===== config.mk =====
export PLATFORM = sky130hd
export DESIGN_NAME = snake_dir_ctrl
export DESIGN_NICKNAME = d
export VERILOG_FILES = /design/src/rtl/snake_dir_ctrl.sv
export SDC_FILE = /design/constraint.sdc
export NUM_CORES = 1
export LEC_CHECK = 0
export CAP_MARGIN = 5
export CORE_ASPECT_RATIO = 0.5
export CORE_UTILIZATION = 30
export CTS_CLUSTER_SIZE = 28
export DETAILED_ROUTE_END_ITERATION = 12
export HOLD_SLACK_MARGIN = 0.06
export PLACE_DENSITY = 0.49
export SYNTH_ARGS = -nofsm -noshare
export SYNTH_HDL_FRONTEND = slang
export SYNTH_SLANG_ARGS = --single-unit

===== constraint.sdc =====
create_clock -name clk -period 2 [get_ports clk]
set_input_delay 0.2 -clock clk [delete_from_list [all_inputs] [get_ports clk]]
set_output_delay 0.2 -clock clk [all_outputs]
set_load 0.05 [all_outputs]

===== src/rtl/snake_dir_ctrl.sv =====
// Snake game direction controller.
// Runs the IDLE/RUN/PAUSE/OVER game FSM and buffers key presses in a small
// direction queue. Each move_tick takes one queued heading and issues a step pulse.
module snake_dir_ctrl #(
  parameter int QDEPTH = 2
) (
  input  logic       clk,
  input  logic       rst_n,
  input  logic       b_up,
  input  logic       b_down,
  input  logic       b_left,
  input  logic       b_right,
  input  logic       b_center,
  input  logic       move_tick,
  input  logic       game_over,
  output logic [1:0] dir,
  output logic       step,
  output logic [1:0] state,
  output logic       restart,
  output logic [2:0] q_level
);

  typedef enum logic [1:0] {
    IDLE  = 2'b00,
    RUN   = 2'b01,
    PAUSE = 2'b10,
    OVER  = 2'b11
  } state_t;

  localparam logic [1:0] LAST_IDX = 2'(QDEPTH - 1);
  localparam logic [2:0] DEPTH_L  = 3'(QDEPTH);
  localparam logic [1:0] DIR_RIGHT = 2'b11;

  state_t     cur_state;
  // Storage covers the largest legal depth, so the pointers never need resizing.
  // Only the first QDEPTH entries are ever written.
  logic [1:0] fifo [4];
  logic [1:0] head;
  logic [1:0] tail;

  logic       cand_vld;
  logic [1:0] cand;
  logic [1:0] tail_prev;
  logic [1:0] ref_dir;
  logic       do_tick;
  logic       do_pop;
  logic       do_push;

  assign state = cur_state;

  function automatic logic [1:0] next_ptr(input logic [1:0] p);
    return (p == LAST_IDX) ? 2'd0 : p + 2'd1;
  endfunction

  // Pick one key press, compare it with the most recent heading and decide whether to push or pop this cycle
  always_comb begin
    cand_vld = 1'b1;
    cand     = 2'b00;
    if (b_up)          cand = 2'b00;
    else if (b_down)   cand = 2'b01;
    else if (b_left)   cand = 2'b10;
    else if (b_right)  cand = 2'b11;
    else               cand_vld = 1'b0;

    tail_prev = (tail == 2'd0) ? LAST_IDX : tail - 2'd1;
    // The newest queued heading is the reference, which is the value before any pop this cycle.
    ref_dir   = (q_level != 3'd0) ? fifo[tail_prev] : dir;

    do_tick = (cur_state == RUN) && move_tick;
    do_pop  = do_tick && (q_level != 3'd0);
    // A candidate on the same axis as the reference is either a repeat or a reversal.
    // Bit 1 of the heading encodes the axis.
    do_push = (cur_state == RUN) && cand_vld && (cand[1] != ref_dir[1]) &&
              ((q_level < DEPTH_L) || do_pop);
  end

  // Game FSM, queue bookkeeping and registered outputs
  always_ff @(posedge clk or negedge rst_n) begin
    if (!rst_n) begin
      cur_state <= IDLE;
      dir       <= DIR_RIGHT;
      step      <= 1'b0;
      restart   <= 1'b0;
      q_level   <= 3'd0;
      head      <= 2'd0;
      tail      <= 2'd0;
      for (int i = 0; i < 4; i++) fifo[i] <= 2'b00;
    end else begin
      step    <= do_tick;
      restart <= 1'b0;

      if (do_pop) begin
        dir  <= fifo[head];
        head <= next_ptr(head);
      end
      if (do_push) begin
        fifo[tail] <= cand;
        tail       <= next_ptr(tail);
      end
      unique case ({do_push, do_pop})
        2'b10:   q_level <= q_level + 3'd1;
        2'b01:   q_level <= q_level - 3'd1;
        default: ;
      endcase

      // The flushes below come after the queue updates above, so they take precedence.
      unique case (cur_state)
        IDLE: begin
          if (b_center) cur_state <= RUN;
        end
        RUN: begin
          if (game_over) begin
            cur_state <= OVER;
            head      <= 2'd0;
            tail      <= 2'd0;
            q_level   <= 3'd0;
          end else if (b_center) begin
            cur_state <= PAUSE;
          end
        end
        PAUSE: begin
          if (game_over) begin
            cur_state <= OVER;
            head      <= 2'd0;
            tail      <= 2'd0;
            q_level   <= 3'd0;
          end else if (b_center) begin
            cur_state <= RUN;
          end
        end
        OVER: begin
          if (b_center) begin
            cur_state <= IDLE;
            restart   <= 1'b1;
            dir       <= DIR_RIGHT;
            head      <= 2'd0;
            tail      <= 2'd0;
            q_level   <= 3'd0;
          end
        end
        default: cur_state <= IDLE;
      endcase
    end
  end

endmodule


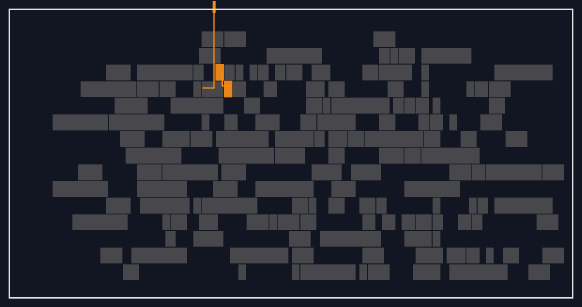
Figure 1: run 1, wires at chosen ports, followed through buffers.
b_up: drawn in orange, bits 1, direction input, edge north, end cells 2, buffers 1, wire 18.0 um.
Port Buffer Count: 17
# IOs: 18

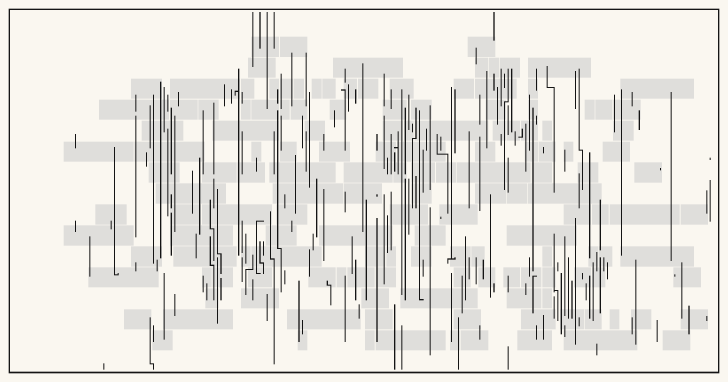
Figure 2: run 1, the metal 2 layer.
Cells faint in the background.
The layer holds 44% of the routed length. 143 nets have wire on it. The wires run mostly vertical. The longest straight run is 26.5 um.
GR Layer Usage met2: 27.31%
Vias: 979

==> run summary, run 1 <==
impl run done, here's what came out: cells on worst reg2reg path=5, Ant. Diodes=0, flop count=21, GRT met1 Usage=20.89%, Worst Path Required=2.16 ns, Unique masters post-synth=40, Peak Freq=463.8 MHz, maximum vdd drop=388.3 uV, die y size=46.93 um, max reg flops=8, Top logic family=simple AND/OR/NAND/NOR gates, maxcap violations=0, total CTS buffers=3, RR Startpoint=dir[1], ys cells=110, WS Path Type=flop to flop, logic area=726.9 um2, placed insts=194, number of logged tool warnings=32, Total Neg Setup Slack=-1.145 ns, DR WL met2=1.299 mm, Post-DP HPWL=2.099 mm, fin crit share=107.8%, Worst Setup Slack, final=-0.1560 ns, status=complete, but fails checks, multi-input combinational area share=41.44%, core area=3641 um2, DIE AREA=4311 um2, Setup-failing EPs final=10, Nets=167, violated checks=negative setup slack, filler cell count=342, dpl cell area=1605 um2, register area=534.3 um2, Synthesized registers=21, Final min period=2.156 ns
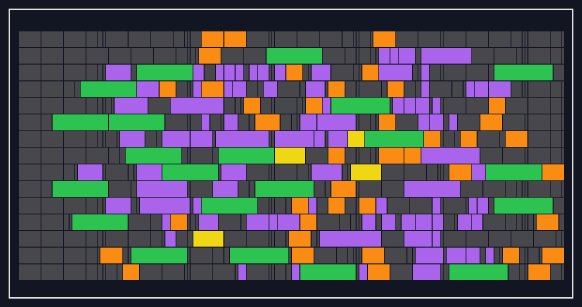
Figure 3: run 1, cells coloured by class.
Fill, decap, tap and diode cells in grey.
sequential cells: drawn in green, cells 21. remaining buffers and delay cells: drawn in orange, cells 40. remaining logic cells: drawn in purple, cells 87. clock drivers and dummy loads: drawn in yellow, cells 4.
row cnt: 15
flop share of the area: 30.46%
fin util: 48.18%

run 1: placed cells by master, fill, tap and decap left out, types with 3 or more instances in the layout:
cell type and instances:
buf_4 20, clkdlybuf4s50_1 17, dfrtp_1 14, nand2_1 11, a21oi_1 7, mux2_1 7, nor2_1 6, inv_1 6
dfrtp_2 5, mux2i_1 4, o22ai_1 3, ha_1 3, clkbuf_8 3, buf_6 3
run 1: power by group:
group	switching [W]	internal [W]	total [W]	leakage (nW)
combinational	0.000830	0.000706	0.00154	0.465
sequential	0.000102	0.000549	0.000651	0.270
clock	0.000160	0.000141	0.000301	0.0217
run 1: what timing repair did:
action                                  in CTS  in global routing
gates resized                               10                  3
endpoints found under the setup margin      11                 11
pin swaps                                    3                  2
buffers inserted                             1                  4
Figure 4. Met3 routing (run 1).
Bar = 20 um.
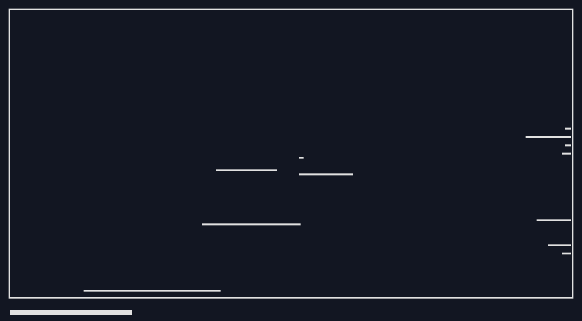

==> run 2: changes to the inputs <==
- CORE_ASPECT_RATIO: 0.5 -> unset
- CORE_UTILIZATION: 30 -> 47
- PLACE_DENSITY: 0.49 -> 0.72
- SKIP_LAST_GASP: unset -> 1
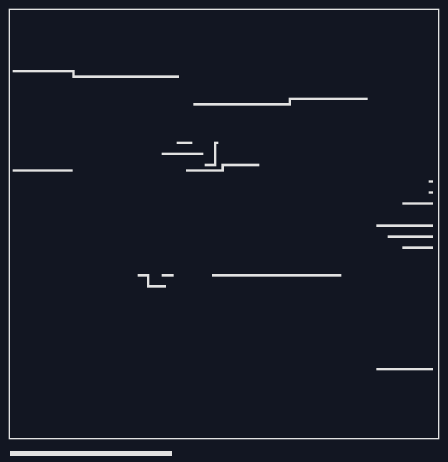
Figure 5: run 2, met3 routing.
Bar = 20 um.
The longest straight run is 15.6 um. 14 nets have wire on it. The layer carries 117 um of wire. The wires run mostly horizontal.
Vias: 992
DRT Wirelength: 2.763 mm
met3 GRT Util: 4.058%

==> run summary, run 2 <==
impl run done, here's what came out: iteration-0 DRC count of the detailed router=14 (was 42), Mapped Area=1211 um2 (unchanged), clock network power share=8.9% (was 12.1%), Top logic family=simple AND/OR/NAND/NOR gates (unchanged), ys cells=110 (unchanged), GRT met1 Usage=27.11% (was 20.89%), post_cts resized=10 (unchanged), dpl cell area=1549 um2 (was 1605 um2), register area=534.3 um2 (unchanged), most frequent logic cell in the layout=buf_4 (unchanged), Area leader share=39.26% (unchanged), gp weighted congestion=0.7748 (was 0.7589), clk pwr=0.000209 W (was 0.000301 W), row cnt=18 (was 15), violated checks=negative setup slack (unchanged), Worst Setup Slack, final=-0.2086 ns (was -0.1560 ns), die y size=52.77 um (was 46.93 um), dominant power group=combinational logic (unchanged), multi-input combinational area share=44.38% (was 41.44%), Setup-failing EPs final=12 (was 10), Top cells excl fill/tap=buf_4 (17), clkdlybuf4s50_1 (15), dfrtp_1 (14) (was buf_4 (20), clkdlybuf4s50_1 (17), dfrtp_1 (14)), cells on worst reg2reg path=5 (unchanged), CP Buf/Inv Count=0 (unchanged), DIE AREA=2784 um2 (was 4311 um2), Total Neg Setup Slack=-1.638 ns (was -1.145 ns), logic area=740.7 um2 (was 726.9 um2), DR WL met2=1.457 mm (was 1.299 mm), Peak Freq=452.8 MHz (was 463.8 MHz), Unique masters post-synth=40 (unchanged), Port Buffer Count=17 (unchanged), total CTS buffers=3 (unchanged), RR Startpoint=dir[1] (unchanged), WS Path Type=flop to flop (unchanged), maxcap violations=0 (unchanged), Net Sw Power=0.001062 W (was 0.001092 W), Synthesized registers=21 (unchanged), Ant. Diodes=0 (unchanged), placed insts=169 (was 194), maximum vdd drop=1015 uV (was 388.3 uV), fin crit share=110.4% (was 107.8%), Final Hold Fails=0 (unchanged), Switching Fraction=45.24% (was 43.89%), GR Layer Usage met2=39.24% (was 27.31%), Final min period=2.209 ns (was 2.156 ns), filler cell count=189 (was 342), total power=0.002347 W (was 0.002489 W), combinational power share=63.5% (was 61.7%), number of logged tool warnings=32 (unchanged), initial antenna violation count=0 (unchanged), # Post-CTS Setup Buffers=1 (unchanged), internal power=0.001285 W (was 0.001396 W), CTS sink count=21 (unchanged), combinational gate power=0.00149 W (was 0.00154 W), register share of total power=27.6% (was 26.2%), status=complete, but fails checks (unchanged)
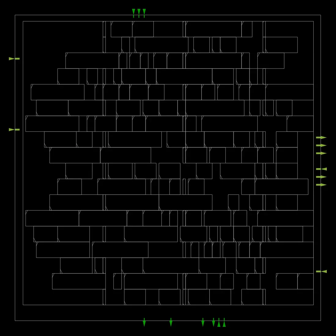
Figure 6: run 2, placed standard cells.
fin util: 67.99%
core area: 2455 um2
flop count: 21
flop share of the area: 32.01%

## run 2: how the worst max path moves through the flow
stage          startpoint         end  cells after the start
2_1_floorplan      dir[1]     fifo[4]                      5
3_3_place_gp       dir[1]     fifo[5]                      5
3_5_place_dp         b_up  q_level[2]                      8
4_1_cts            dir[1]     fifo[5]                      5
5_1_grt            dir[1]     fifo[2]                      5
6_report           dir[1]     fifo[3]                      5
## run 2: per-stage QoR
stage / setup slack [ns] / hold WS, ns / utilization (%)
2_1_floorplan: -0.3085 / -0.09559 / -
3_3_place_gp: -0.1345 / 0.4728 / 63.10
3_5_place_dp: -0.2286 / 0.4761 / 63.10
4_1_cts: -0.1850 / 0.2250 / 66.56
5_1_grt: -0.2558 / 0.2591 / 67.99
6_report: -0.2086 / 0.2211 / 67.99
Figure 7. Cells coloured by class (run 2).
Fill, decap, tap and diode cells in grey.
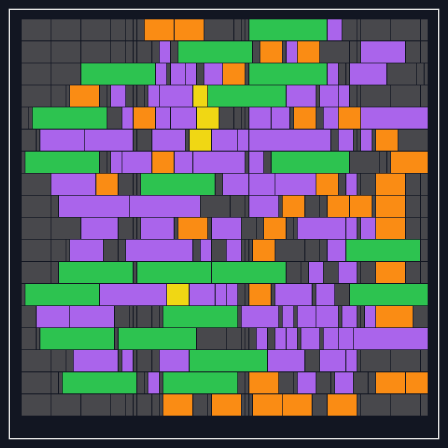

==> run 3: changes to the inputs <==
- CORE_MARGIN: unset -> 2
- SLEW_MARGIN: unset -> 5
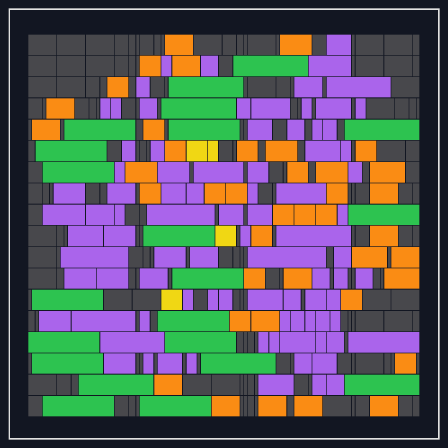
Figure 8: run 3, cells coloured by class.
Fill, decap, tap and diode cells in grey.
remaining buffers and delay cells: drawn in orange, cells 40. sequential cells: drawn in green, cells 21. remaining logic cells: drawn in purple, cells 87. clock drivers and dummy loads: drawn in yellow, cells 4.
flop share of the area: 30.65%
design area: 1743 um2
fin util: 71.00%
row cnt: 18

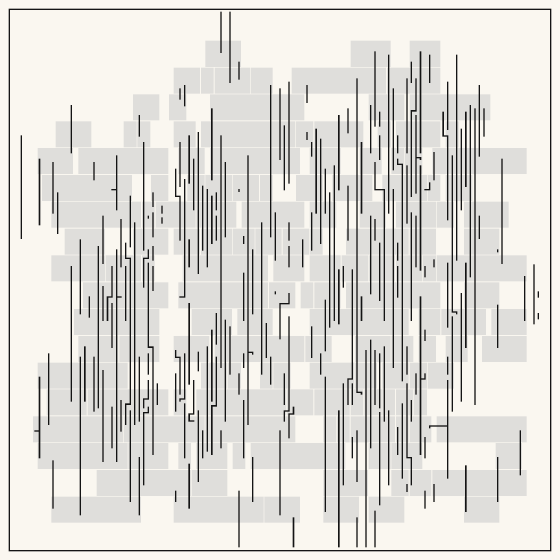
Figure 9: run 3, the metal 2 layer.
Cells faint in the background.
145 nets have wire on it. The layer carries 1450 um of wire. The longest straight run is 31.8 um. The wires run mostly vertical. The layer holds 51% of the routed length.
DRT Wirelength: 2.843 mm
GR Layer Usage met2: 38.89%

==> run summary, run 3 <==
impl run done, here's what came out: status=complete, but fails checks (unchanged), violated checks=negative setup slack (unchanged), most frequent logic cell in the layout=buf_4 (unchanged), Net Sw Power=0.001088 W (was 0.001062 W), Min Hold Slack=0.2252 ns (was 0.2211 ns), max reg flops=8 (unchanged), maximum vdd drop=938.2 uV (was 1015 uV), Final min period=2.192 ns (was 2.209 ns), number of logged tool warnings=32 (unchanged), register area=534.3 um2 (unchanged), Worst Setup Slack, final=-0.1918 ns (was -0.2086 ns), Worst Path Required=2.19 ns (was 2.20 ns), Mapped Area=1211 um2 (unchanged), total CTS buffers=3 (unchanged), sequential power=0.000650 W (was 0.000647 W), Final Hold Fails=0 (unchanged), multi-input combinational area share=43.22% (was 44.38%), Area leader share=39.26% (unchanged), flop count=21 (unchanged), CP Buf/Inv Count=0 (unchanged), combinational power share=64.9% (was 63.5%), logic area=753.2 um2 (was 740.7 um2), Port Buffer Count=17 (unchanged), Setup-failing EPs final=11 (was 12), # IOs=18 (unchanged), Switching Fraction=44.75% (was 45.24%), gp weighted congestion=0.8164 (was 0.7748), iteration-0 DRC count of the detailed router=14 (unchanged), Synthesized registers=21 (unchanged), initial antenna violation count=0 (unchanged), clock network power share=8.4% (was 8.9%), Ant. Diodes=0 (unchanged), internal power=0.001344 W (was 0.001285 W), CTS sink count=21 (unchanged), cells on worst reg2reg path=5 (unchanged), combinational gate power=0.00158 W (was 0.00149 W), ys cells=110 (unchanged), Unique masters post-synth=40 (unchanged), RR Startpoint=dir[1] (unchanged), Post-DP HPWL=2.103 mm (was 2.052 mm), register share of total power=26.7% (was 27.6%), Setup crit start=dir[1] (unchanged), fin crit share=109.6% (was 110.4%), Peak Freq=456.2 MHz (was 452.8 MHz)
run 3: through the flow:
step           TNS (ns)  instance area [um2]  setup WS (ns)
2_1_floorplan    -2.234                 1245        -0.3085
3_3_place_gp    -0.9467                 1579        -0.1288
3_5_place_dp     -1.392                 1579        -0.2084
4_1_cts          -1.418                 1724        -0.1915
5_1_grt          -2.136                 1743        -0.2566
6_report         -1.355                 1743        -0.1918
run 3: repair_timing:
action                                  in CTS  in global routing
setup buffers                                5                  0
hold buffers                                 0                  0
endpoints found under the setup margin      11                 15
pin swaps                                    7                  4
gates cloned                                 0                  0
resized                                     18                  6
run 3: per-layer routing:
layer / share of wire [%] / GRT usage, %
met3: 2.5 / 3.552
met2: 51 / 38.89
met4: 1.2 / 8.333
met5: 0 / 0
met1: 45 / 27.26
Power and IR drop assume default switching activity.
